Fig. 1: wiring by layer
The bar under the picture is 20 um long. Only two layers are drawn.
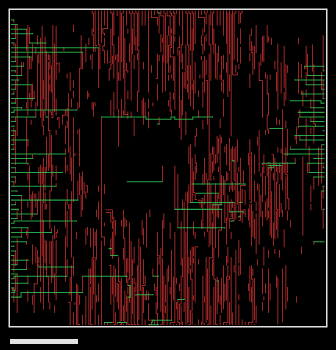
Fig. 2: congestion heat map
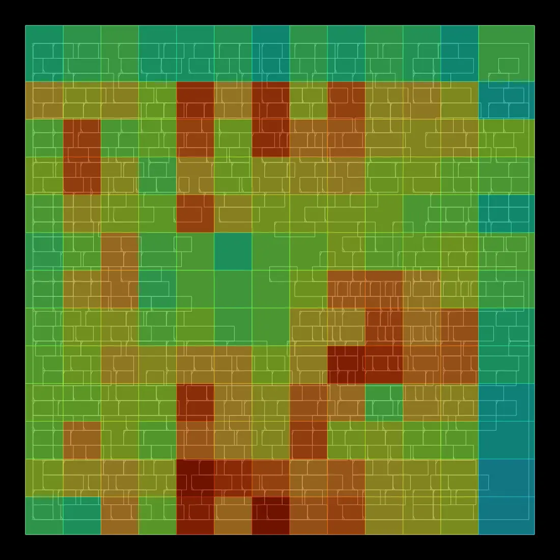
[config.mk]
export PLATFORM = sky130hd
export DESIGN_NAME = gpio_apb_arbiter
export DESIGN_NICKNAME = d
export VERILOG_FILES = /design/src/rtl/gpio_apb_arbiter.sv
export SDC_FILE = /design/constraint.sdc
export NUM_CORES = 1
export LEC_CHECK = 0
export CORE_UTILIZATION = 41
export DETAILED_ROUTE_END_ITERATION = 8
export PLACE_DENSITY = 0.88
export SYNTH_ARGS = -nofsm -noshare
export SYNTH_HDL_FRONTEND = slang
export SYNTH_SLANG_ARGS = --single-unit
[constraint.sdc]
create_clock -name pclk -period 5.9 [get_ports pclk]
set_input_delay 1.18 -clock pclk [delete_from_list [all_inputs] [get_ports pclk]]
set_output_delay 1.18 -clock pclk [all_outputs]
set_load 0.02 [all_outputs]
[src/rtl/gpio_apb_arbiter.sv]
`default_nettype none
// ============================================================================
// Module      : gpio_apb_arbiter
// Description : Round-robin APB master sharing one rev_gpio slave port between
//               two command requesters, with PREADY wait states and timeout.
// Revision    : 1.0 - initial release
// ============================================================================
module gpio_apb_arbiter #(
    parameter int GPIO_PINS  = 32,
    parameter int PADDR_SIZE = 4,
    parameter int TIMEOUT    = 16
) (
    input  logic                       pclk,
    input  logic                       prst,
    input  logic [1:0]                 req,
    input  logic [2*PADDR_SIZE-1:0]    req_addr,
    input  logic [1:0]                 req_write,
    input  logic [2*GPIO_PINS-1:0]     req_wdata,
    input  logic [2*(GPIO_PINS/8)-1:0] req_strb,
    output logic [1:0]                 ack,
    output logic [GPIO_PINS-1:0]       rdata,
    output logic                       err,
    output logic                       busy,
    output logic                       psel,
    output logic                       penable,
    output logic [PADDR_SIZE-1:0]      paddr,
    output logic                       pwrite,
    output logic [GPIO_PINS-1:0]       pwdata,
    output logic [GPIO_PINS/8-1:0]     pstrb,
    input  logic                       pready,
    input  logic [GPIO_PINS-1:0]       prdata,
    input  logic                       pslverr
);

    localparam int c_strb_w = GPIO_PINS / 8;
    localparam int c_cnt_w  = $clog2(TIMEOUT + 1);
    localparam logic [c_cnt_w-1:0] c_cnt_last = c_cnt_w'(TIMEOUT - 1);

    localparam logic [1:0] c_st_idle   = 2'd0;
    localparam logic [1:0] c_st_setup  = 2'd1;
    localparam logic [1:0] c_st_access = 2'd2;
    localparam logic [1:0] c_st_resp   = 2'd3;

    logic [1:0]            r_state;
    logic                  r_gnt;
    logic                  r_last_grant;
    logic [c_cnt_w-1:0]    r_cnt;
    logic [1:0]            r_ack;
    logic [GPIO_PINS-1:0]  r_rdata;
    logic                  r_err;
    logic                  r_psel;
    logic                  r_penable;
    logic [PADDR_SIZE-1:0] r_paddr;
    logic                  r_pwrite;
    logic [GPIO_PINS-1:0]  r_pwdata;
    logic [c_strb_w-1:0]   r_pstrb;

    logic                  w_gnt;
    logic [PADDR_SIZE-1:0] w_addr;
    logic                  w_write;
    logic [GPIO_PINS-1:0]  w_wdata;
    logic [c_strb_w-1:0]   w_strb;
    logic                  w_done;

    // On a tie the requester that did not win last time is granted.
    always_comb begin
        w_gnt = req[1];
        if (req == 2'b11) begin
            w_gnt = ~r_last_grant;
        end
    end

    assign w_addr  = w_gnt ? req_addr[PADDR_SIZE +: PADDR_SIZE] : req_addr[0 +: PADDR_SIZE];
    assign w_write = w_gnt ? req_write[1] : req_write[0];
    assign w_wdata = w_gnt ? req_wdata[GPIO_PINS +: GPIO_PINS] : req_wdata[0 +: GPIO_PINS];
    assign w_strb  = w_gnt ? req_strb[c_strb_w +: c_strb_w] : req_strb[0 +: c_strb_w];

    // pready is checked ahead of the limit so a late ready still completes normally.
    assign w_done = pready || (r_cnt == c_cnt_last);

    always_ff @(posedge pclk) begin
        if (prst) begin
            r_state      <= c_st_idle;
            r_gnt        <= 1'b0;
            r_last_grant <= 1'b1;
            r_cnt        <= '0;
            r_ack        <= 2'b00;
            r_rdata      <= '0;
            r_err        <= 1'b0;
            r_psel       <= 1'b0;
            r_penable    <= 1'b0;
            r_paddr      <= '0;
            r_pwrite     <= 1'b0;
            r_pwdata     <= '0;
            r_pstrb      <= '0;
        end else begin
            r_ack <= 2'b00;
            case (r_state)
                c_st_idle: begin
                    if (|req) begin
                        r_gnt        <= w_gnt;
                        r_last_grant <= w_gnt;
                        r_psel       <= 1'b1;
                        r_paddr      <= w_addr;
                        r_pwrite     <= w_write;
                        r_pwdata     <= w_wdata;
                        r_pstrb      <= w_write ? w_strb : '0;
                        r_cnt        <= '0;
                        r_state      <= c_st_setup;
                    end
                end
                c_st_setup: begin
                    r_penable <= 1'b1;
                    r_cnt     <= '0;
                    r_state   <= c_st_access;
                end
                c_st_access: begin
                    if (w_done) begin
                        r_rdata   <= (pready && !r_pwrite) ? prdata : '0;
                        r_err     <= pready ? pslverr : 1'b1;
                        r_ack     <= r_gnt ? 2'b10 : 2'b01;
                        r_psel    <= 1'b0;
                        r_penable <= 1'b0;
                        r_paddr   <= '0;
                        r_pwrite  <= 1'b0;
                        r_pwdata  <= '0;
                        r_pstrb   <= '0;
                        r_cnt     <= '0;
                        r_state   <= c_st_resp;
                    end else begin
                        r_cnt <= r_cnt + c_cnt_w'(1);
                    end
                end
                c_st_resp: begin
                    r_state <= c_st_idle;
                end
                default: begin
                    r_state <= c_st_idle;
                end
            endcase
        end
    end

    assign ack     = r_ack;
    assign rdata   = r_rdata;
    assign err     = r_err;
    assign busy    = (r_state != c_st_idle);
    assign psel    = r_psel;
    assign penable = r_penable;
    assign paddr   = r_paddr;
    assign pwrite  = r_pwrite;
    assign pwdata  = r_pwdata;
    assign pstrb   = r_pstrb;

endmodule
`default_nettype wire
==> results.json <==
{
  "outcome": "completed",
  "fp.coreArea_mm2": 0.00789,
  "powerClk_mw": 0.454,
  "gp_congestion": 0.867,
  "pwr_density_cell_mw_per_mm2": 365,
  "warnings": 28,
  "critical_path_arrival_ps": 1820,
  "drc": 0,
  "rsz0062_at_grt": "false",
  "drt-initial-drc-count": 108,
  "ctsLongestPathBuffers": 2,
  "clock_latency_ps": 340,
  "p_seq_mw": 0.786,
  "netlist_area_mm2": 0.00340,
  "net-switching-power_mw": 0.706,
  "chip_area_mm2": 0.00866,
  "period_needed_ps": 3000,
  "setup_viol": 0,
  "cpMostUsedCell": "inv_1",
  "cap_violations": 0,
  "edf_count": 0,
  "avgSynthCellArea_um2": 11.3,
  "finalWorstSetupSlack_ps": 2900,
  "slowest_stage": "clkdlybuf4s50_1",
  "dp_hpwl_um": 7270,
  "cts_tree": "done",
  "maxPowerGroup": "combinational logic",
  "viasPerCell": 5.30,
  "cts-htree-levels": 3,
  "max_slew_margin_pct": 48.3,
  "switching_share_pct": 34.1,
  "ir_drop_mv": 0.194,
  "hold_buffers": 0,
  "drive_above_1_share_pct": 6.68,
  "ff_type": "dfxtp_1",
  "power_leakage_nw": 2.10
}
Back to the opening pictures, Fig. 1:
| layer | color | wire length |
|---|---|---|
| metal 3 | green | 658 um |
| metal 2 | red | 5190 um |
gr usage total: 23.2%
drt total wl: 9900 um
via count: 3157

Back to the opening pictures, Fig. 2:
met1 Use GR: 25.7%
per-cell routed wire length: 16.6 um
GR Util met2: 41.6%

-- worst paths after layout --
path	startpoint	end	slack (ps)	cells past startpoint
max	r_state[0]	busy	2900	4
min	pwdata[24]	pwdata[24]	470	1
max reg2reg	r_cnt[0]	pwdata[7]	3450	8
min reg2reg	pwdata[24]	pwdata[24]	470	1
-- synth_stat cells, types with 3 or more instances --
cell	number	area [um^2]
dfxtp_1	87	1740
o2bb2ai_1	40	350
mux2i_1	36	360
a22o_1	32	280
nand2_1	11	41.3
clkbuf_1	10	37.5
buf_2	8	40.0
inv_1	8	30.0
a21oi_1	7	35.0
ha_1	5	62.6
nor2_1	5	18.8
buf_6	4	45.0
mux2_2	4	45.0
nand3_1	4	20.0
o21ai_0	4	20.0
nor3_1	3	15.0
-- cells by family after synthesis --
kind of cell,synth area share (%)
muxes,11.9
adders and majority gates,1.84
and+or+nand+nor,6.77
DFF,51.3
AOI/OAI and AO/OA,23.4
buffers and inverters,4.82
-- routing by layer --
| layer | track usage (%) | up-vias | share of wire (%) |
|---|---|---|---|
| li1 | - | 1518 | - |
| met1 | 25.7 | 1480 | 39 |
| met2 | 41.6 | 141 | 52 |
| met3 | 6.99 | 18 | 6.6 |
| met4 | 8.46 | 0 | 1.9 |
| met5 | 0 | - | 0 |
-- layout make-up --
type | count | area [um^2]
clock buffer | 10 | 138
clock inverter | 5 | 82.6
fill | 561 | 2230
inverter | 8 | 30.0
multi-input combinational | 181 | 1520
sequential | 87 | 1740
tap | 102 | 128
timing repair buffer | 203 | 2020
-- sequential cells by signal, indices dropped and copies added (netlist names) --
signal,count
pwdata,32
pstrb,4
r_last_grant,1
penable,1
paddr,4
psel,1
r_cnt,5
pwrite,1
ack,2
err,1
r_state,2
r_gnt,1
rdata,32
